Fig. 1: signal wires by layer
(8 px per micron) Only two layers are drawn.
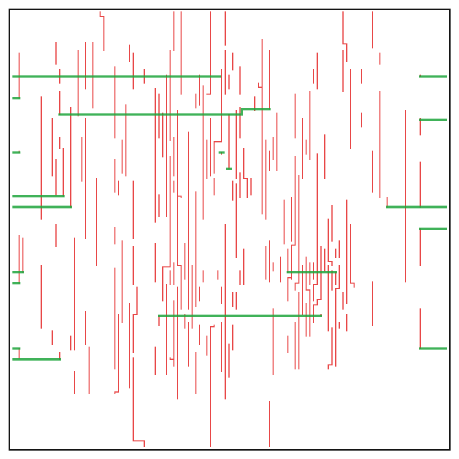
Fig. 2: I/O pins on the die edge
(8 px per micron) Pins as bars across the die edge, other pins in gray.
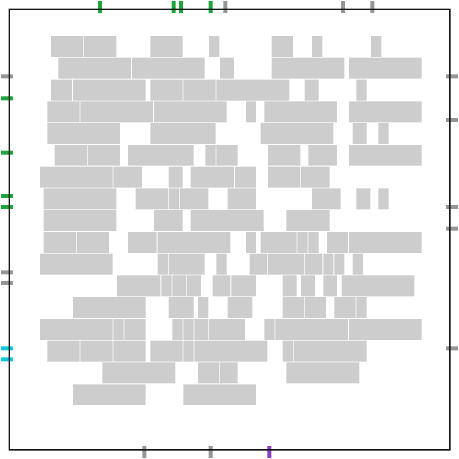
Design field_extreme_scanner_flat, sky130hd; sources not shown.
==> impl_metrics.ini <==
; physical design summary
[logic_synthesis]
synthDistinctLibCells = 28
fp_nets = 136
yosys.area.top_type = dfrtp_1
ys.warnings.count = 0
ys_cells = 116
synthTopCellsByArea = dfrtp_1 (52%), mux2_2 (13%), mux2i_1 (4.8%)
synth_seq_share_pct = 51.5
synthCells = 116
yosys-stat-area_sq_mm = 0.00146
synthesis.area_sq_mm = 0.00146
ys_ff = 30
syn_avg_cell_area_sq_um = 12.6
synth.top_cell.area_share_pct = 51.5

[sta]
fin_skew_ns = 0.0130
finalCriticalPeriod_ns = 3.53
slew_headroom_pct = 29.1
finalSetupViolations = 0
drv_slew = 0
hold_viol = 0
fin_tns_setup_ns = 0
post-route-period-util_pct = 75.0
holdWs_ns = 0.498
tightest_slew_ns = 1.06
rsz0062_at_grt = false
fmax_mhz = 284

[worst_setup_path]
r2r_slack_ns = 1.17
r2r_cells = 11
worstPathRequired_ns = 4.91
critPathMaxFanout = 8
critPathCaptureType = flip-flop
worst_ep_arrival_time_ns = 3.74
start_kind = flip-flop
crit_type = reg2reg

[placement]
gp_congestion = 0.799
postPlaceCellArea_sq_mm = 0.00146
place_inst = 140
hpwlAfterDp_microns = 1720

[route]
routed_via_density = 5.79
postRouteAntennaNets = 0
drt-pass1-iter-count = 4
drt_iter0_drc = 13
detail_route.drc_violations = 0

[flow_run]
maxCapViolCount = 0
tool_warnings = 26

[cells_and_area]
syn_to_final_growth_pct = 3.00
nets = 139
lay_top_count = dfrtp_1
diodes = 0
final_cells = 147
final_cell_mix = dfrtp_1 (30), mux2_2 (17), nand2_1 (11)
largest_reg_flops = 8
stdcell_area_sq_mm = 0.00150
drive_above_1_share_pct = 26.1
nFillCells = 176

[clock_network]
clk_pin_slew_ns = 0.09
cts_htree_levels = 2
holdBufCountCts = 0
clock_latency_ns = 0.32
numCtsBuffers = 5
cts_tree = built
cts_resized = 0
cts_root_buf = clkbuf_4
clock_path_buffers = 2
post-cts-setup-buffer-count = 0
cts_sinks = 30

[grt]
grt_pass1_wl_microns = 3730
antenna_found_initial = 0
grt_pass1_vias = 843
grt_overflow = 0
grt_max_degree = 31
grt_usage_pct = 18.9

[die]
ios = 24
dieArea_sq_mm = 0.00301
core_area_sq_mm = 0.00223
rows = 17
fp_util_pct = 65.3

[worst_hold_path]
hold_path.class = in2reg
holdPathStages = 2

[status]
status = finished clean
About Fig. 1:
metal 2 -> red  # wire length 1110 microns
metal 3 -> green  # wire length 123 microns
Total Routed Length: 2280 microns
routed length per instance: 15.5 microns
vias post-DR: 851

About Fig. 2:
bus_X -> green  # pins 8, direction input, edge 4 west, 4 north
bus_SEL2 -> cyan  # pins 2, direction input, edge west
bus_BUSY -> purple  # pins 1, direction output, edge south
all pins by edge = 9 west, 7 north, 5 east, 3 south
die width: 54.9 microns
chip height: 54.9 microns
I/O Buffers: 0

-- layout make-up --
cell class              count  area [sq um]  share of cell area [%]
flip-flops and latches     30           751                    50.0
multi-input cells          73           637                    42.4
clock buffers               7          45.0                    3.00
well taps                  28          35.0                    2.33
inverters                   9          33.8                    2.25
-- stage by stage --
stage,setup WS (ns),util [%]
2_1_floorplan,1.31,-
3_3_place_gp,1.30,65.2
3_5_place_dp,1.15,65.2
4_1_cts,1.14,67.2
5_1_grt,0.943,67.2
6_report,1.17,67.2
-- cell usage after synthesis --
cell type,count
a21oi_1,5
a2bb2oi_1,1
a31oi_1,2
and2_2,1
buf_2,1
bufbuf_8,1
clkbuf_1,1
clkbuf_8,1
dfrtp_1,30
ha_1,3
inv_1,9
mux2_2,17
mux2_4,3
mux2i_1,7
mux4_2,2
mux4_4,1
nand2_1,11
nand2b_1,1
nor2_1,4
nor2b_1,1
nor3b_1,1
o211a_1,1
o21a_1,1
o21ai_0,6
o21ai_2,1
o21bai_1,1
o31ai_1,2
xnor2_1,1
-- per-layer routing --
layer	routed length (microns)	track usage, %	part of all wire, %
met3	122	8.45	5.4
met5	0	-	0
met1	1010	23.5	45
met4	27	6.22	1.2
met2	1110	27.4	49
-- cells by family (layout without fill, tap and decap cells) --
group                      Yosys count  in the layout  share of synthesized area (%)
muxes                               30             30                           25.8
xor gates and xnor gates             1              1                          0.601
AOI/OAI and AO/OA                   20             20                           8.58
DFF                                 30             30                           51.5
and+or+nand+nor                     19             19                           5.75
adders and majority gates            3              3                           2.58
buffers and inverters               13             16                           5.15
-- worst max-delay path, stage by stage, from the launching register on --
cell and delay (ns):
dfrtp_1 0.46, inv_1 0.11, ha_1 0.23, mux2i_1 0.43
mux4_2 0.37, mux2_4 0.29, ha_1 0.34, nand2b_1 0.09
a2bb2oi_1 0.14, o21ai_2 0.33, and2_2 0.28, mux2_2 0.34
